## config.mk

```make
export PLATFORM = sky130hd
export DESIGN_NAME = temp_scan_ctrl_flat
export DESIGN_NICKNAME = d
export VERILOG_FILES = /design/src/rtl/temp_scan_if.sv /design/src/rtl/temp_scan_ctrl.sv /design/src/flat_wrapper.sv
export SDC_FILE = /design/constraint.sdc
export NUM_CORES = 1
export LEC_CHECK = 0
export ABC_AREA = 1
export CORE_ASPECT_RATIO = 0.8
export CORE_UTILIZATION = 56
export DETAILED_ROUTE_END_ITERATION = 6
export PLACE_DENSITY_LB_ADDON = 0.1
export SLEW_MARGIN = 10
export SYNTH_ARGS = -nofsm -noshare
export SYNTH_HDL_FRONTEND = slang
export SYNTH_SLANG_ARGS = --single-unit
```

## constraint.sdc

```tcl
create_clock -name clk -period 4 [get_ports clk]
set_input_delay 0.8 -clock clk [delete_from_list [all_inputs] [get_ports clk]]
set_output_delay 0.8 -clock clk [all_outputs]
set_load 0.005 [all_outputs]
```

## src/rtl/temp_scan_if.sv

```systemverilog
// Sensor sample handshake plus the shared F_to_C converter bus.
// master = scan controller, slave = sensor front-ends / converter side.
interface temp_scan_if #(
  parameter int N_SENS = 4
) ();
  logic [N_SENS-1:0] smp_req;
  logic              smp_vld;
  logic [7:0]        smp_data;
  logic [7:0]        conv_temp_f;
  logic [7:0]        conv_celsius;

  modport master (
    output smp_req, conv_temp_f,
    input  smp_vld, smp_data, conv_celsius
  );

  modport slave (
    input  smp_req, conv_temp_f,
    output smp_vld, smp_data, conv_celsius
  );
endinterface

```

## src/rtl/temp_scan_ctrl.sv

```systemverilog
// Round-robin temperature scan: requests each sensor in turn, pushes the
// sample through one shared F_to_C converter, then applies a debounced,
// hysteretic over-temperature alarm and a per-sensor timeout fault.
module temp_scan_ctrl #(
  parameter  int N_SENS   = 4,
  parameter  int CONV_LAT = 1,
  parameter  int ALARM_HI = 57,
  parameter  int ALARM_LO = 52,
  parameter  int DEBOUNCE = 3,
  parameter  int TIMEOUT  = 15,
  localparam int IW       = $clog2(N_SENS),
  localparam int CW       = $clog2(DEBOUNCE + 1)
) (
  input  logic              clk,
  input  logic              rstn,
  input  logic              en,
  temp_scan_if.master       bus,
  output logic [IW-1:0]     cur_idx,
  output logic [N_SENS-1:0] alarm,
  output logic              any_alarm,
  output logic [N_SENS-1:0] fault,
  output logic              scan_done
);

  typedef enum logic [2:0] {IDLE, REQ, CONV, EVAL, NEXT} state_t;

  localparam logic [IW-1:0] LAST      = IW'(N_SENS - 1);
  localparam logic [7:0]    TO_LAST   = 8'(TIMEOUT - 1);
  localparam logic [2:0]    CONV_LAST = 3'(CONV_LAT - 1);
  localparam logic [7:0]    HI        = 8'(ALARM_HI);
  localparam logic [7:0]    LO        = 8'(ALARM_LO);
  localparam logic [CW-1:0] DB        = CW'(DEBOUNCE);

  state_t                       state, nxt;
  logic [IW-1:0]                idx, idx_nxt;
  logic [7:0]                   tcnt;
  logic [2:0]                   ccnt;
  logic [7:0]                   cel_q;
  logic [N_SENS-1:0][CW-1:0]    cnt, cnt_nxt;
  logic [N_SENS-1:0]            alarm_nxt, fault_nxt, req_nxt;
  logic                         to_hit, conv_end;

  assign to_hit   = (tcnt == TO_LAST);
  assign conv_end = (ccnt == CONV_LAST);
  assign cur_idx  = idx;

  // State and sensor index register.
  always_ff @(posedge clk) begin
    if (!rstn) begin
      state <= IDLE;
      idx   <= '0;
    end else begin
      state <= nxt;
      idx   <= idx_nxt;
    end
  end

  // Next state / next index; en only matters in IDLE and at pass wrap.
  always_comb begin
    nxt     = state;
    idx_nxt = idx;
    case (state)
      IDLE: if (en) begin
        idx_nxt = '0;
        nxt     = REQ;
      end
      REQ: begin
        if (bus.smp_vld)  nxt = CONV;
        else if (to_hit)  nxt = NEXT;
      end
      CONV: if (conv_end) nxt = EVAL;
      EVAL: nxt = NEXT;
      NEXT: begin
        if (idx == LAST) begin
          idx_nxt = '0;
          nxt     = en ? REQ : IDLE;
        end else begin
          idx_nxt = idx + 1'b1;
          nxt     = REQ;
        end
      end
      default: nxt = IDLE;
    endcase
  end

  // Registered one-hot request, valid for exactly the REQ cycles.
  always_comb begin
    req_nxt = '0;
    if (nxt == REQ) req_nxt[idx_nxt] = 1'b1;
  end

  // Per-sensor debounce/hysteresis and fault update for the serviced sensor.
  always_comb begin
    cnt_nxt   = cnt;
    alarm_nxt = alarm;
    fault_nxt = fault;
    if (state == REQ && !bus.smp_vld && to_hit) fault_nxt[idx] = 1'b1;
    if (state == EVAL) begin
      fault_nxt[idx] = 1'b0;
      if (cel_q > HI) begin
        if (cnt[idx] != DB) cnt_nxt[idx] = cnt[idx] + 1'b1;
        if (cnt_nxt[idx] == DB) alarm_nxt[idx] = 1'b1;
      end else if (cel_q < LO) begin
        cnt_nxt[idx]   = '0;
        alarm_nxt[idx] = 1'b0;
      end else begin
        cnt_nxt[idx] = '0;
      end
    end
  end

  // Wait counters, datapath capture and all registered outputs.
  always_ff @(posedge clk) begin
    if (!rstn) begin
      tcnt            <= '0;
      ccnt            <= '0;
      cel_q           <= '0;
      cnt             <= '0;
      alarm           <= '0;
      any_alarm       <= 1'b0;
      fault           <= '0;
      scan_done       <= 1'b0;
      bus.smp_req     <= '0;
      bus.conv_temp_f <= '0;
    end else begin
      tcnt <= (state == REQ)  ? tcnt + 8'd1 : '0;
      ccnt <= (state == CONV) ? ccnt + 3'd1 : '0;
      if (state == REQ && bus.smp_vld) bus.conv_temp_f <= bus.smp_data;
      if (state == CONV && conv_end)   cel_q <= bus.conv_celsius;
      cnt         <= cnt_nxt;
      alarm       <= alarm_nxt;
      any_alarm   <= |alarm_nxt;
      fault       <= fault_nxt;
      bus.smp_req <= req_nxt;
      scan_done   <= (state == NEXT) && (idx == LAST);
    end
  end

endmodule

```

## src/flat_wrapper.sv

```systemverilog
// flat-port wrapper written by rule: the top's interface ports become plain ports
module temp_scan_ctrl_flat 
#(
  parameter  int N_SENS   = 4,
  parameter  int CONV_LAT = 1,
  parameter  int ALARM_HI = 57,
  parameter  int ALARM_LO = 52,
  parameter  int DEBOUNCE = 3,
  parameter  int TIMEOUT  = 15,
  localparam int IW       = $clog2(N_SENS),
  localparam int CW       = $clog2(DEBOUNCE + 1)
)
  (clk, rstn, en, cur_idx, alarm, any_alarm, fault, scan_done, bus_smp_req, bus_conv_temp_f, bus_smp_vld, bus_smp_data, bus_conv_celsius);
  temp_scan_if #(.N_SENS(N_SENS)) bus_i ();
  input  logic clk;
  input  logic rstn;
  input  logic en;
  output logic [IW-1:0] cur_idx;
  output logic [N_SENS-1:0] alarm;
  output logic any_alarm;
  output logic [N_SENS-1:0] fault;
  output logic scan_done;
  output wire logic [$bits(bus_i.smp_req)-1:0] bus_smp_req;
  output wire logic [$bits(bus_i.conv_temp_f)-1:0] bus_conv_temp_f;
  input wire logic [$bits(bus_i.smp_vld)-1:0] bus_smp_vld;
  input wire logic [$bits(bus_i.smp_data)-1:0] bus_smp_data;
  input wire logic [$bits(bus_i.conv_celsius)-1:0] bus_conv_celsius;
  assign bus_smp_req = bus_i.smp_req;
  assign bus_conv_temp_f = bus_i.conv_temp_f;
  assign bus_i.smp_vld = bus_smp_vld;
  assign bus_i.smp_data = bus_smp_data;
  assign bus_i.conv_celsius = bus_conv_celsius;
  temp_scan_ctrl #(.N_SENS(N_SENS), .CONV_LAT(CONV_LAT), .ALARM_HI(ALARM_HI), .ALARM_LO(ALARM_LO), .DEBOUNCE(DEBOUNCE), .TIMEOUT(TIMEOUT)) u_core (.clk(clk), .rstn(rstn), .en(en), .bus(bus_i), .cur_idx(cur_idx), .alarm(alarm), .any_alarm(any_alarm), .fault(fault), .scan_done(scan_done));
endmodule
```

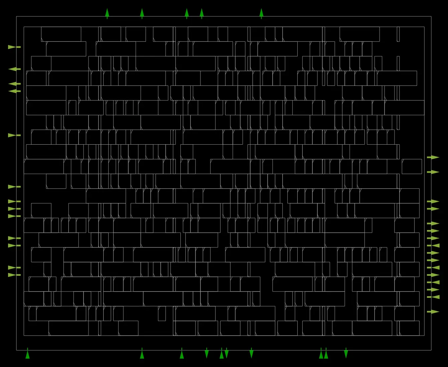
*Placed standard cells*
Fillers: 374
Core Region: 4230 um2

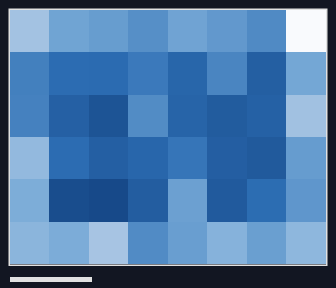
*Cell area per tile*
Scale bar: 20 um. The die is cut into 8 by 6 equal tiles; white is low, dark blue is high, 0 to 100% covered.
mean over tiles: 64%
fullest tile: 90%
emptiest ninth of the die: top right
tiles over 75% full: 40%

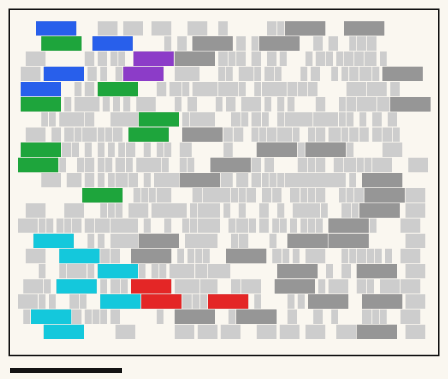
*Register map, names as in the netlist*
Scale bar: 20 um. Other sequential cells in the stronger gray, the rest of the logic in the fainter gray.
| color | name in the netlist | placed flops |
|---|---|---|
| blue | `u_core.bus.smp_req` | 4 |
| green | `u_core.tcnt` | 8 |
| purple | `u_core.cur_idx` | 2 |
| cyan | `u_core.cel_q` | 7 |
| red | `u_core.ccnt` | 3 |
not colored: 29

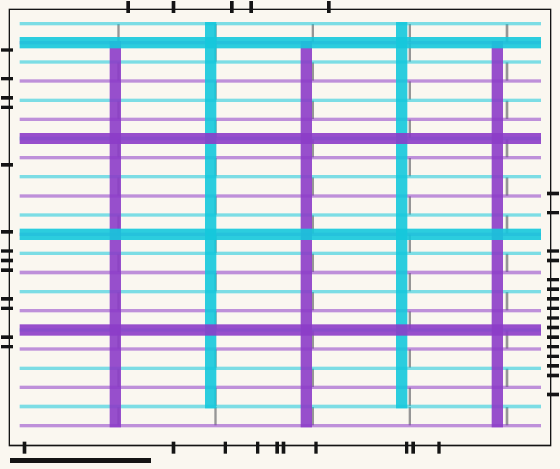
*Power grid*
Scale bar: 20 um. Pins as bars on the die edge. Tap cells in gray.
| color | net |
|---|---|
| cyan | VDD |
| purple | VSS |
tap cells: 57
signal pins: 44
rows: 21
worst vdd ir: 0.249 mV
die width: 76.7 um

==> impl_metrics.ini <==
; physical design summary
[logic_synthesis]
ys_cells = 344
top_cell_area_share = 0.424
syn_inst = 344
postSynthNetCount = 373
ys.warnings.count = 0
netlist.top_cell.by_area = dfxtp_1
avgSynthCellArea_um2 = 7.27
ys_seq_share = 0.424
netlist_area_um2 = 2500

[timing]
worst_slack_ns = 1.50
fin_crit_sh = 0.625
hold_violations = 0
worstMarginPinSlew_ns = 0.646
max_freq_ghz = 0.400
finalMaxSlewViolations = 0
holdWs_ns = 0.467
finalCriticalPeriod_ns = 2.50

[route]
postRouteAntennaNets = 0
via_per_inst = 5.13
wl_per_cell_um = 11.7
drt_wl_total_um = 5250
drc = 0
firstDrtPassIters = 6
drt_iter0_drc = 157

[layout]
buf_share = 0.141
flop_area_um2 = 1060
final-clk-cell-share = 0.0376
synthToLayoutAreaGrowth_pct = 23.7
fin_util = 0.731
final_nets = 419
seq_cell_count = 53
comb_area_um2 = 1220
seq_area_frac = 0.343
inverters = 51
n_clock_buffer = 7
drive_gt1_frac = 0.0870
largest_class = logic gates
comb_cells = 235
comb_share = 0.393

[clocking]
post_cts_buffers = 0
clk-insertion-delay-late_ns = 0.31
cts_htree_levels = 2
post_cts_resized = 0
cts_buffers = 5
ctsHoldBuffers = 0

[grt]
grt_max_degree = 25
overflow = 0
antenna_found_initial = 0
grt_usage = 0.236

[worst_hold_path]
hold_path.class = reg2reg

[power_and_ir_drop]
p_int_uw = 797
pwr_density_cell_nw_per_um2 = 332
p_seq_frac = 0.539
leakage_uw = 0.00128
power_frac_clock = 0.360
switching_share = 0.225

[floorplan]
fp_util = 0.591
die_area_um2 = 4740
num_rows = 21
nWellTaps = 57

[worst_setup_path]
critPathArrivalTime_ns = 2.75
crit_path_max_fanout = 11
worstSetupStartpointType = flop

[place]
place.port_buffers = 42
dp_slack_ns = 1.58

[status]
status = completed

[flow_run]
cap_violations = 0
==> through the flow <==
step                      power, uW  cell area, um2  cells
after floorplan                 621            2500    344
after global placement          667            2980    440
after detailed placement        670            2980    440
after CTS                      1040            3090    448
after global routing           1080            3090    448
final                          1030            3090    448
==> worst paths after layout <==
check	from	to	slack [ns]	depth (start not counted)
worst max-delay path	u_core.cur_idx[0]$_SDFF_PN0_	u_core.any_alarm$_SDFF_PN0_	1.50	19
worst min-delay path	u_core.ccnt[0]$_SDFF_PN0_	u_core.ccnt[0]$_SDFF_PN0_	0.47	1
worst max register to register	u_core.cur_idx[0]$_SDFF_PN0_	u_core.any_alarm$_SDFF_PN0_	1.50	19
worst min register to register	u_core.ccnt[0]$_SDFF_PN0_	u_core.ccnt[0]$_SDFF_PN0_	0.47	1
==> worst max-delay path: stages (launching register included) <==
cell,delay (ns)
dfxtp_1,0.61
inv_4,0.12
nand2_1,0.10
nand3_2,0.13
nand2_1,0.10
inv_1,0.04
ha_1,0.22
inv_2,0.12
nand2_1,0.10
nand2_1,0.09
nand2_1,0.06
nor2_1,0.11
nand3_1,0.10
nand3_1,0.18
nand3_1,0.09
nand2_1,0.07
nand2_1,0.06
nand2_1,0.07
inv_1,0.04
nand2_1,0.05
==> cells by family after synthesis <==
family	count (synthesis)	synth area share
simple gates	171	0.321
buf+inv	56	0.0895
flops	53	0.424
xor+xnor	1	0.00350
fa+ha+maj	9	0.0450
compound gates	54	0.117
==> power by group through the flow <==
stage	Combinational (uW)	Clock [uW]	Sequential (uW)
after global placement	102	0	565
after global routing	117	404	556
final	104	370	554
after floorplan	55.5	0	565
after detailed placement	104	0	566
after CTS	105	378	554
==> routing by layer <==
metal	vias to the layer above	track usage	wire length (um)
met5	-	0	0
met1	1027	0.313	2570
li1	1193	-	-
met2	67	0.383	2280
met3	12	0.0496	306
met4	0	0.102	91
==> layout by cell type, fill, tap and decap left out, types with 2 or more instances in the layout <==
cell type        synthesis  routed
o21ai_0                 26      26
nor2_2                   3       3
ha_1                     9       9
nor3_1                   6       6
nand3_1                 33      33
clkinv_1                 2       2
nor2_1                  73      73
inv_1                   44      44
nand2_1                 37      37
nor2_4                   2       2
inv_2                    4       4
a21oi_1                 20      20
clkdlybuf4s50_1          0      42
nand3_2                  5       5
dfxtp_1                 53      53
clkbuf_8                 0       6
o21ai_1                  3       3
or2_2                    2       2
nand2_2                  3       3
buf_4                    1       2
==> flip-flops by register name, summed over array words and instances (netlist names), named ones only <==
register	cells
u_core.bus.conv_temp_f	8
u_core.cnt	8
u_core.tcnt	8
u_core.cel_q	7
u_core.alarm	4
u_core.bus.smp_req	4
u_core.ccnt	3
u_core.state	3
u_core.cur_idx	2
u_core.any_alarm	1
u_core.scan_done	1
==> Yosys cell counts, drive strengths merged <==
master and count:
nor3 7, nand2 41, ha 9, o211ai 1, clkinv 2, buf 2, dfxtp 53, nor2 78
nor4 1, a21oi 20, nor3b 1, xnor2 1, o31ai 1, nand3b 1, or2 3, nand3 39
inv 49, o22ai 1, o21ai 29, a211oi 1, o21bai 1, clkbuf 3
Power figures rest on the tool's default switching activity, not on a simulated workload.
